## config.mk

```make
export PLATFORM = sky130hd
export DESIGN_NAME = id_ex_stage_flat
export DESIGN_NICKNAME = d
export VERILOG_FILES = /design/src/rtl/mips_pkg.sv /design/src/rtl/id_ex_stage_if.sv /design/src/rtl/id_ex_stage_operand_bypass.sv /design/src/rtl/id_ex_stage.sv /design/src/flat_wrapper.sv
export SDC_FILE = /design/constraint.sdc
export NUM_CORES = 1
export LEC_CHECK = 0
export ABC_AREA = 1
export CORE_UTILIZATION = 39
export DETAILED_ROUTE_END_ITERATION = 8
export PLACE_DENSITY_LB_ADDON = 0.1
export SLEW_MARGIN = 20
export SYNTH_ARGS = -nofsm -noshare
export SYNTH_HDL_FRONTEND = slang
export SYNTH_SLANG_ARGS = --single-unit
```

## constraint.sdc

```tcl
create_clock -name clk -period 5.2 [get_ports clk]
set_input_delay 1.3 -clock clk [delete_from_list [all_inputs] [get_ports clk]]
set_output_delay 1.3 -clock clk [all_outputs]
set_load 0.03 [all_outputs]
```

## src/rtl/mips_pkg.sv

```systemverilog
// ---------------------------------------------------------------------------
// mips_pkg
// Shared definitions for the MIPS_32 ID/EX slice.
//   SIZE      : default datapath width (matches the register file)
//   CTRL_W    : width of the opaque EX control bundle (derived from ex_ctrl_t)
//   CNT_W     : default width of the saturating bubble counter
//   REG_ZERO  : hard-wired zero register index
//   ex_ctrl_t : field layout of the EX control bundle
//   bypass_hit: true when a writeback should override a register-file read
// ---------------------------------------------------------------------------
package mips_pkg;

   localparam int SIZE  = 32;
   localparam int CNT_W = 16;
   localparam int REG_W = 5;

   typedef logic [REG_W-1:0] reg_idx_t;

   localparam reg_idx_t REG_ZERO = 5'd0;

   // EX control bundle; the ID/EX stage passes it through untouched and
   // forces it to all-zero on a bubble so the EX stage performs no action.
   typedef struct packed {
      logic [3:0] alu_op;
      logic       alu_src;
      logic       reg_dst;
      logic       mem_write;
      logic       mem_to_reg;
   } ex_ctrl_t;

   localparam int CTRL_W = $bits(ex_ctrl_t);

   // Register 0 is never bypassed: it always reads as zero.
   function automatic logic bypass_hit(input reg_idx_t idx,
                                       input logic     wb_we,
                                       input reg_idx_t wb_reg);
      return wb_we && (wb_reg == idx) && (idx != REG_ZERO);
   endfunction

endpackage

```

## src/rtl/id_ex_stage_if.sv

```systemverilog
// ---------------------------------------------------------------------------
// id_ex_stage_if
// Bundles every ID-side input, writeback bypass input, pipeline control and
// EX-side output of the ID/EX stage.
//   master : the surrounding pipeline (drives id_*, wb_*, hold, flush)
//   slave  : the id_ex_stage itself (drives ex_*, load_use_stall,
//            bubble_count)
// ---------------------------------------------------------------------------
interface id_ex_stage_if #(
   parameter int SIZE   = mips_pkg::SIZE,
   parameter int CTRL_W = mips_pkg::CTRL_W,
   parameter int CNT_W  = mips_pkg::CNT_W
) ();
   import mips_pkg::reg_idx_t;

   // ID side
   logic              id_valid;
   reg_idx_t          id_rs;
   reg_idx_t          id_rt;
   logic              id_usesRt;
   reg_idx_t          id_dest;
   logic [SIZE-1:0]   id_readData1;
   logic [SIZE-1:0]   id_readData2;
   logic [SIZE-1:0]   id_imm;
   logic [CTRL_W-1:0] id_ctrl;
   logic              id_memRead;
   logic              id_regWrite;

   // Writeback bypass
   logic              wb_regWrite;
   reg_idx_t          wb_writeReg;
   logic [SIZE-1:0]   wb_writeData;

   // Pipeline control
   logic              hold;
   logic              flush;

   // EX side
   logic              ex_valid;
   reg_idx_t          ex_rs;
   reg_idx_t          ex_rt;
   reg_idx_t          ex_dest;
   logic [SIZE-1:0]   ex_opA;
   logic [SIZE-1:0]   ex_opB;
   logic [SIZE-1:0]   ex_imm;
   logic [CTRL_W-1:0] ex_ctrl;
   logic              ex_memRead;
   logic              ex_regWrite;
   logic              load_use_stall;
   logic [CNT_W-1:0]  bubble_count;

   modport master (
      output id_valid, id_rs, id_rt, id_usesRt, id_dest, id_readData1,
             id_readData2, id_imm, id_ctrl, id_memRead, id_regWrite,
             wb_regWrite, wb_writeReg, wb_writeData, hold, flush,
      input  ex_valid, ex_rs, ex_rt, ex_dest, ex_opA, ex_opB, ex_imm,
             ex_ctrl, ex_memRead, ex_regWrite, load_use_stall, bubble_count
   );

   modport slave (
      input  id_valid, id_rs, id_rt, id_usesRt, id_dest, id_readData1,
             id_readData2, id_imm, id_ctrl, id_memRead, id_regWrite,
             wb_regWrite, wb_writeReg, wb_writeData, hold, flush,
      output ex_valid, ex_rs, ex_rt, ex_dest, ex_opA, ex_opB, ex_imm,
             ex_ctrl, ex_memRead, ex_regWrite, load_use_stall, bubble_count
   );

endinterface

```

## src/rtl/id_ex_stage_operand_bypass.sv

```systemverilog
// ---------------------------------------------------------------------------
// operand_bypass
// Per-source operand select in front of the ID/EX register: register 0 reads
// as zero, a same-cycle writeback to the source register wins over the
// register-file value, otherwise the register-file value passes through.
//   idx           : source register index
//   rf_data       : register-file read data for idx
//   wb_reg_write  : writeback enable
//   wb_write_reg  : writeback destination
//   wb_write_data : writeback data
//   operand       : selected operand
// ---------------------------------------------------------------------------
module operand_bypass
   import mips_pkg::reg_idx_t, mips_pkg::REG_ZERO, mips_pkg::bypass_hit;
#(
   parameter int SIZE = mips_pkg::SIZE
) (
   input  reg_idx_t        idx,
   input  logic [SIZE-1:0] rf_data,
   input  logic            wb_reg_write,
   input  reg_idx_t        wb_write_reg,
   input  logic [SIZE-1:0] wb_write_data,
   output logic [SIZE-1:0] operand
);

   always_comb begin
      // NOTE: default first so every path assigns operand and no latch is inferred.
      operand = rf_data;
      if (idx == REG_ZERO) begin
         operand = '0;
      end else if (bypass_hit(idx, wb_reg_write, wb_write_reg)) begin
         operand = wb_write_data;
      end
   end

endmodule

```

## src/rtl/id_ex_stage.sv

```systemverilog
// ---------------------------------------------------------------------------
// id_ex_stage
// ID/EX pipeline register of the MIPS_32 core. Captures bypassed operands,
// immediate, register indices and the EX control bundle; detects load-use
// hazards and inserts bubbles; honours hold (freeze) and flush (squash).
//   clk   : rising-edge clock
//   reset : asynchronous, active-high reset
//   bus   : id_ex_stage_if.slave (ID inputs, WB bypass, hold/flush,
//           EX outputs, load_use_stall, bubble_count)
// Priority per edge: flush > hold > load-use bubble > load from ID.
// ---------------------------------------------------------------------------
module id_ex_stage
   import mips_pkg::reg_idx_t, mips_pkg::REG_ZERO;
#(
   parameter int SIZE   = mips_pkg::SIZE,
   parameter int CTRL_W = mips_pkg::CTRL_W,
   parameter int CNT_W  = mips_pkg::CNT_W
) (
   input logic          clk,
   input logic          reset,
   id_ex_stage_if.slave bus
);

   logic [SIZE-1:0]   op_a;
   logic [SIZE-1:0]   op_b;
   logic              stall;

   logic              ex_valid_q;
   reg_idx_t          ex_rs_q;
   reg_idx_t          ex_rt_q;
   reg_idx_t          ex_dest_q;
   logic [SIZE-1:0]   ex_op_a_q;
   logic [SIZE-1:0]   ex_op_b_q;
   logic [SIZE-1:0]   ex_imm_q;
   logic [CTRL_W-1:0] ex_ctrl_q;
   logic              ex_mem_read_q;
   logic              ex_reg_write_q;
   logic [CNT_W-1:0]  bubble_count_q;

   operand_bypass #(.SIZE(SIZE)) u_bypass_a (
      .idx           (bus.id_rs),
      .rf_data       (bus.id_readData1),
      .wb_reg_write  (bus.wb_regWrite),
      .wb_write_reg  (bus.wb_writeReg),
      .wb_write_data (bus.wb_writeData),
      .operand       (op_a)
   );

   operand_bypass #(.SIZE(SIZE)) u_bypass_b (
      .idx           (bus.id_rt),
      .rf_data       (bus.id_readData2),
      .wb_reg_write  (bus.wb_regWrite),
      .wb_write_reg  (bus.wb_writeReg),
      .wb_write_data (bus.wb_writeData),
      .operand       (op_b)
   );

   // A load in EX whose result is needed by the instruction in ID. Once the
   // bubble enters EX, ex_valid_q drops and the stall releases by itself.
   assign stall = ex_valid_q && ex_mem_read_q && (ex_dest_q != REG_ZERO) &&
                  bus.id_valid &&
                  ((ex_dest_q == bus.id_rs) ||
                   (bus.id_usesRt && (ex_dest_q == bus.id_rt)));

   // NOTE: sequential state uses non-blocking assignments only, so every
   // register samples the pre-edge values regardless of statement order.
   always_ff @(posedge clk or posedge reset) begin
      if (reset) begin
         ex_valid_q     <= 1'b0;
         ex_rs_q        <= '0;
         ex_rt_q        <= '0;
         ex_dest_q      <= '0;
         ex_op_a_q      <= '0;
         ex_op_b_q      <= '0;
         ex_imm_q       <= '0;
         ex_ctrl_q      <= '0;
         ex_mem_read_q  <= 1'b0;
         ex_reg_write_q <= 1'b0;
         bubble_count_q <= '0;
      end else begin
         if (bus.flush || (!bus.hold && stall)) begin
            // Bubble: only the fields that can cause side effects are cleared.
            ex_valid_q     <= 1'b0;
            ex_ctrl_q      <= '0;
            ex_mem_read_q  <= 1'b0;
            ex_reg_write_q <= 1'b0;
         end else if (!bus.hold) begin
            ex_valid_q     <= bus.id_valid;
            ex_rs_q        <= bus.id_rs;
            ex_rt_q        <= bus.id_rt;
            ex_dest_q      <= bus.id_dest;
            ex_op_a_q      <= op_a;
            ex_op_b_q      <= op_b;
            ex_imm_q       <= bus.id_imm;
            ex_ctrl_q      <= bus.id_ctrl;
            ex_mem_read_q  <= bus.id_memRead && bus.id_valid;
            ex_reg_write_q <= bus.id_regWrite && bus.id_valid;
         end

         // Only bubbles caused by the hazard are counted, and the count
         // sticks at all-ones instead of wrapping.
         if (!bus.flush && !bus.hold && stall && (bubble_count_q != '1)) begin
            bubble_count_q <= bubble_count_q + CNT_W'(1);
         end
      end
   end

   assign bus.ex_valid       = ex_valid_q;
   assign bus.ex_rs          = ex_rs_q;
   assign bus.ex_rt          = ex_rt_q;
   assign bus.ex_dest        = ex_dest_q;
   assign bus.ex_opA         = ex_op_a_q;
   assign bus.ex_opB         = ex_op_b_q;
   assign bus.ex_imm         = ex_imm_q;
   assign bus.ex_ctrl        = ex_ctrl_q;
   assign bus.ex_memRead     = ex_mem_read_q;
   assign bus.ex_regWrite    = ex_reg_write_q;
   assign bus.load_use_stall = stall;
   assign bus.bubble_count   = bubble_count_q;

endmodule
```

## src/flat_wrapper.sv

```systemverilog
// flat-port wrapper written by rule: the top's interface ports become plain ports
module id_ex_stage_flat import mips_pkg::reg_idx_t, mips_pkg::REG_ZERO;
#(
   parameter int SIZE   = mips_pkg::SIZE,
   parameter int CTRL_W = mips_pkg::CTRL_W,
   parameter int CNT_W  = mips_pkg::CNT_W
)
  (clk, reset, bus_id_valid, bus_id_rs, bus_id_rt, bus_id_usesRt, bus_id_dest, bus_id_readData1, bus_id_readData2, bus_id_imm, bus_id_ctrl, bus_id_memRead, bus_id_regWrite, bus_wb_regWrite, bus_wb_writeReg, bus_wb_writeData, bus_hold, bus_flush, bus_ex_valid, bus_ex_rs, bus_ex_rt, bus_ex_dest, bus_ex_opA, bus_ex_opB, bus_ex_imm, bus_ex_ctrl, bus_ex_memRead, bus_ex_regWrite, bus_load_use_stall, bus_bubble_count);
  id_ex_stage_if #(.SIZE(SIZE), .CTRL_W(CTRL_W), .CNT_W(CNT_W)) bus_i ();
  input logic clk;
  input logic reset;
  input wire logic [$bits(bus_i.id_valid)-1:0] bus_id_valid;
  input wire logic [$bits(bus_i.id_rs)-1:0] bus_id_rs;
  input wire logic [$bits(bus_i.id_rt)-1:0] bus_id_rt;
  input wire logic [$bits(bus_i.id_usesRt)-1:0] bus_id_usesRt;
  input wire logic [$bits(bus_i.id_dest)-1:0] bus_id_dest;
  input wire logic [$bits(bus_i.id_readData1)-1:0] bus_id_readData1;
  input wire logic [$bits(bus_i.id_readData2)-1:0] bus_id_readData2;
  input wire logic [$bits(bus_i.id_imm)-1:0] bus_id_imm;
  input wire logic [$bits(bus_i.id_ctrl)-1:0] bus_id_ctrl;
  input wire logic [$bits(bus_i.id_memRead)-1:0] bus_id_memRead;
  input wire logic [$bits(bus_i.id_regWrite)-1:0] bus_id_regWrite;
  input wire logic [$bits(bus_i.wb_regWrite)-1:0] bus_wb_regWrite;
  input wire logic [$bits(bus_i.wb_writeReg)-1:0] bus_wb_writeReg;
  input wire logic [$bits(bus_i.wb_writeData)-1:0] bus_wb_writeData;
  input wire logic [$bits(bus_i.hold)-1:0] bus_hold;
  input wire logic [$bits(bus_i.flush)-1:0] bus_flush;
  output wire logic [$bits(bus_i.ex_valid)-1:0] bus_ex_valid;
  output wire logic [$bits(bus_i.ex_rs)-1:0] bus_ex_rs;
  output wire logic [$bits(bus_i.ex_rt)-1:0] bus_ex_rt;
  output wire logic [$bits(bus_i.ex_dest)-1:0] bus_ex_dest;
  output wire logic [$bits(bus_i.ex_opA)-1:0] bus_ex_opA;
  output wire logic [$bits(bus_i.ex_opB)-1:0] bus_ex_opB;
  output wire logic [$bits(bus_i.ex_imm)-1:0] bus_ex_imm;
  output wire logic [$bits(bus_i.ex_ctrl)-1:0] bus_ex_ctrl;
  output wire logic [$bits(bus_i.ex_memRead)-1:0] bus_ex_memRead;
  output wire logic [$bits(bus_i.ex_regWrite)-1:0] bus_ex_regWrite;
  output wire logic [$bits(bus_i.load_use_stall)-1:0] bus_load_use_stall;
  output wire logic [$bits(bus_i.bubble_count)-1:0] bus_bubble_count;
  assign bus_i.id_valid = bus_id_valid;
  assign bus_i.id_rs = bus_id_rs;
  assign bus_i.id_rt = bus_id_rt;
  assign bus_i.id_usesRt = bus_id_usesRt;
  assign bus_i.id_dest = bus_id_dest;
  assign bus_i.id_readData1 = bus_id_readData1;
  assign bus_i.id_readData2 = bus_id_readData2;
  assign bus_i.id_imm = bus_id_imm;
  assign bus_i.id_ctrl = bus_id_ctrl;
  assign bus_i.id_memRead = bus_id_memRead;
  assign bus_i.id_regWrite = bus_id_regWrite;
  assign bus_i.wb_regWrite = bus_wb_regWrite;
  assign bus_i.wb_writeReg = bus_wb_writeReg;
  assign bus_i.wb_writeData = bus_wb_writeData;
  assign bus_i.hold = bus_hold;
  assign bus_i.flush = bus_flush;
  assign bus_ex_valid = bus_i.ex_valid;
  assign bus_ex_rs = bus_i.ex_rs;
  assign bus_ex_rt = bus_i.ex_rt;
  assign bus_ex_dest = bus_i.ex_dest;
  assign bus_ex_opA = bus_i.ex_opA;
  assign bus_ex_opB = bus_i.ex_opB;
  assign bus_ex_imm = bus_i.ex_imm;
  assign bus_ex_ctrl = bus_i.ex_ctrl;
  assign bus_ex_memRead = bus_i.ex_memRead;
  assign bus_ex_regWrite = bus_i.ex_regWrite;
  assign bus_load_use_stall = bus_i.load_use_stall;
  assign bus_bubble_count = bus_i.bubble_count;
  id_ex_stage #(.SIZE(SIZE), .CTRL_W(CTRL_W), .CNT_W(CNT_W)) u_core (.clk(clk), .reset(reset), .bus(bus_i));
endmodule
```

Fig. 1: run 1, clock routing
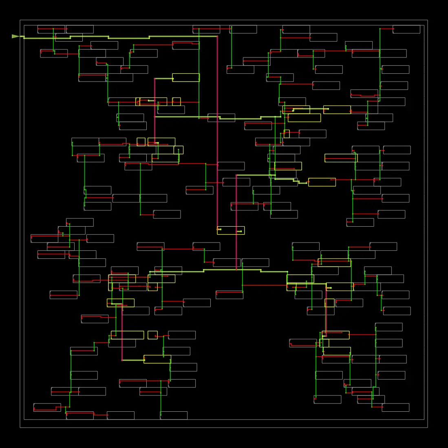
flop count: 138
skew final: 0.00981 ns
CLK BUF: 19

Fig. 2: run 1, signal wires on met1
Supply wires on this layer in gray.
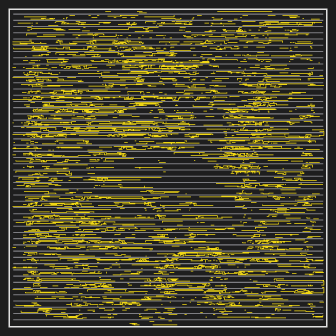
wire length on this layer: 9160 um
main direction: horizontal
total wire length: 22100 um
via count: 7014

==> out/results.tsv, run 1 <==
stage	metric	value	unit
run_status	status	finished clean	
final_timing	Slew Limit Headroom	28.8	%
final_layout	flop share of the area	31.5	%
grt	initial antenna violation count	0	
final_layout	Comb gates	657	
run	Log Warnings	29	
worst_setup_path	CP Cell Sequence	clkdlybuf4s50_1, inv_2, nand2_1, nand2_1, nor2_1, nand3_1, nand2_2, nand2_2, inv_1, clkdlybuf4s50_1	
final_timing	fin crit share	85.9	%
clocking	hold_buf cts	0	
place	dpl cell area	0.0103	mm^2
worst_hold_path	Hold Path Depth	2	
final_layout	Area growth, synth to finish	52.3	%
final_layout	bufs w/o clock	316	
final_layout	diode count	1	
worst_hold_path	worst hold path class	register to register	
worst_setup_path	maximum fanout along the worst path	5	
clocking	post-cts resize count	0	
clocking	sinks on the clock net	138	
floorplanning	I/O pin total	304	
worst_setup_path	number of cells on the critical path	10	
logic_synthesis	Yosys top cell by instances	nand2_1	
final_layout	non-clock buffering overhead in the final layout	28.7	%
logic_synthesis	Cells after Synth	963	
logic_synthesis	Top cell area share	48.0	%
worst_setup_path	Top Family by Delay on Critical Path	buffers and inverters	
worst_setup_path	type of origin of the critical path	primary input	
grt	gr ovfl total	0	
power_and_ir_drop	clock share of power	37.3	%
final_timing	worst slew pin tran	1.07	ns
worst_setup_path	CP required	3.90	ns
drt	Metal-1 WL	9160	um
floorplanning	Rows	49	
worst_setup_path	Crit-path slowest cell	clkdlybuf4s50_1	
grt	grt peak-use layer	met2	
place	Placed Cells	1456	
power_and_ir_drop	top power group	the clock network	
worst_setup_path	launching point of the worst reg2reg path	u_core.bus.ex_dest[2]	
floorplanning	Die ar.	0.0190	mm^2
final_timing	Hold WS	0.480	ns
power_and_ir_drop	Total Power	3.46	mW
drt	met2 WL	10700	um
final_layout	fraction of area in multi-input gates	27.4	%
power_and_ir_drop	P per Cell Area	316	mW/mm^2
Fig. 3: run 1, signal wires on met4
Supply wires on this layer in gray.
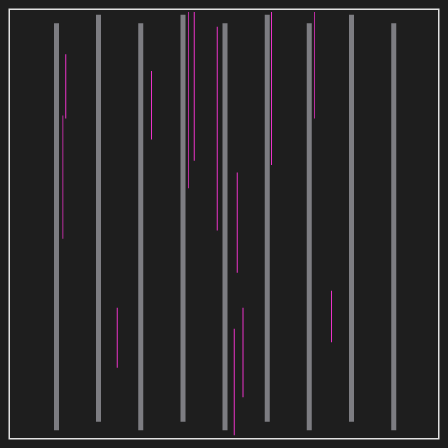
wire length on this layer: 464 um
longest straight run: 65.3 um
nets with wire on the layer: 10
share of all routed wire: 2.1%
main direction: vertical

Fig. 4: run 1, close-up of the layout
The bar under the picture is 10 um long. Region (54, 54) to (84, 84) um. Cells in gray, sequential cells in the stronger gray; small squares are vias.
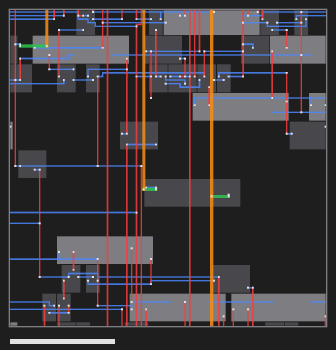
| layer | color |
|---|---|
| M4 | orange |
| M3 | green |
| M2 | red |
| M1 | blue |
netlist names of flops here include: u_core.bus.ex_opA (4), u_core.bus.ex_opB (2)
sequential cells in the window: 7
most frequent: nand2_1 (7), dfrtp_1 (7), clkdlybuf4s50_1 (4)
cells with their middle in the window: 29

## Run 2: what changed since run 1
ABC_CLOCK_PERIOD_IN_PS = 5200   (was unset)
Fig. 5: run 2, close-up of the layout
The bar under the picture is 10 um long. Region (54, 54) to (84, 84) um. Cells in gray, sequential cells in the stronger gray; small squares are vias.
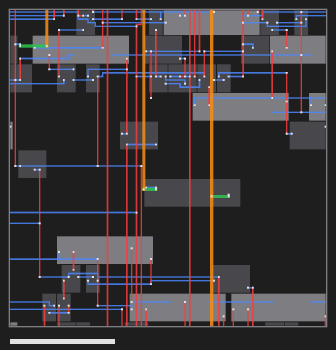
| layer | color |
|---|---|
| M2 | red |
| M1 | blue |
| M4 | orange |
| M3 | green |
netlist names of flops here include: u_core.bus.ex_opA (4), u_core.bus.ex_opB (2)
sequential cells in the window: 7
most frequent: nand2_1 (7), dfrtp_1 (7), clkdlybuf4s50_1 (4)
cells with their middle in the window: 29

Fig. 6: run 2, clock routing
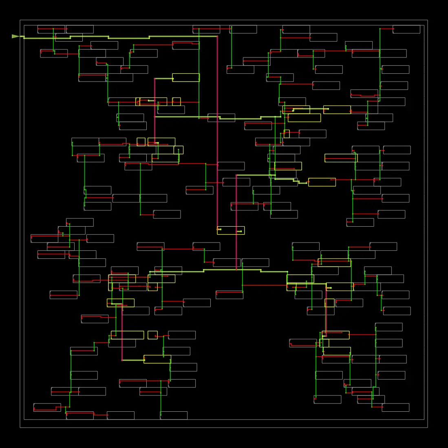
clock group total power: 1.29 mW
clock latency on the worst-skew pair: 0.42 ns
CTS buffer count: 17
sinks on the clock net: 138

Fig. 7: run 2, signal wires on met1
Supply wires on this layer in gray.
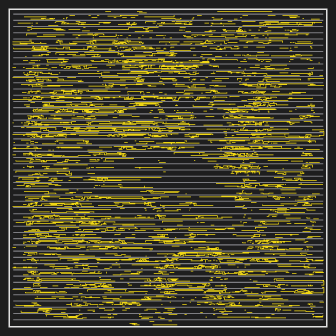
main direction: horizontal
longest straight run: 52.9 um
share of all routed wire: 41%
nets with wire on the layer: 1212
routing usage on met1: 27.1%

==> out/results.tsv, run 2 <==
stage	metric	value	unit	change
logic_synthesis	Cells after Synth	963		unchanged
worst_setup_path	Top Family by Delay on Critical Path	buffers and inverters		
final_layout	CLK BUF	19		unchanged
drt	total wire length	22100	um	unchanged
worst_setup_path	number of cells on the critical path	10		unchanged
final_layout	Area growth, synth to finish	52.3	%	unchanged
final_timing	worst slew pin tran	1.07	ns	unchanged
grt	gr ovfl total	0		unchanged
place	Placed Cells	1456		unchanged
power_and_ir_drop	top power group	the clock network		
worst_setup_path	maximum fanout along the worst path	5		unchanged
grt	initial antenna violation count	0		unchanged
worst_setup_path	CP required	3.90	ns	about the same
final_timing	Slew Limit Headroom	28.8	%	unchanged
worst_setup_path	launching point of the worst reg2reg path	u_core.bus.ex_dest[2]		
run	Log Warnings	29		unchanged
drt	via count	7014		unchanged
power_and_ir_drop	clock share of power	37.3	%	about the same
final_timing	skew final	0.00981	ns	unchanged
worst_setup_path	type of origin of the critical path	primary input		
place	dpl cell area	0.0103	mm^2	unchanged
worst_setup_path	CP Cell Sequence	clkdlybuf4s50_1, inv_2, nand2_1, nand2_1, nor2_1, nand3_1, nand2_2, nand2_2, inv_1, clkdlybuf4s50_1		
run_status	status	finished clean		
worst_setup_path	Crit-path slowest cell	clkdlybuf4s50_1		
final_layout	non-clock buffering overhead in the final layout	28.7	%	unchanged
clocking	post-cts resize count	0		unchanged
final_layout	Comb gates	657		unchanged
floorplanning	I/O pin total	304		unchanged
drt	Metal-1 WL	9160	um	unchanged
final_layout	diode count	1		unchanged
clocking	hold_buf cts	0		unchanged
worst_hold_path	Hold Path Depth	2		unchanged
logic_synthesis	Yosys top cell by instances	nand2_1		
worst_hold_path	worst hold path class	register to register		
final_layout	fraction of area in multi-input gates	27.4	%	unchanged
floorplanning	Rows	49		unchanged
drt	met2 WL	10700	um	unchanged
Power and IR drop assume default switching activity.
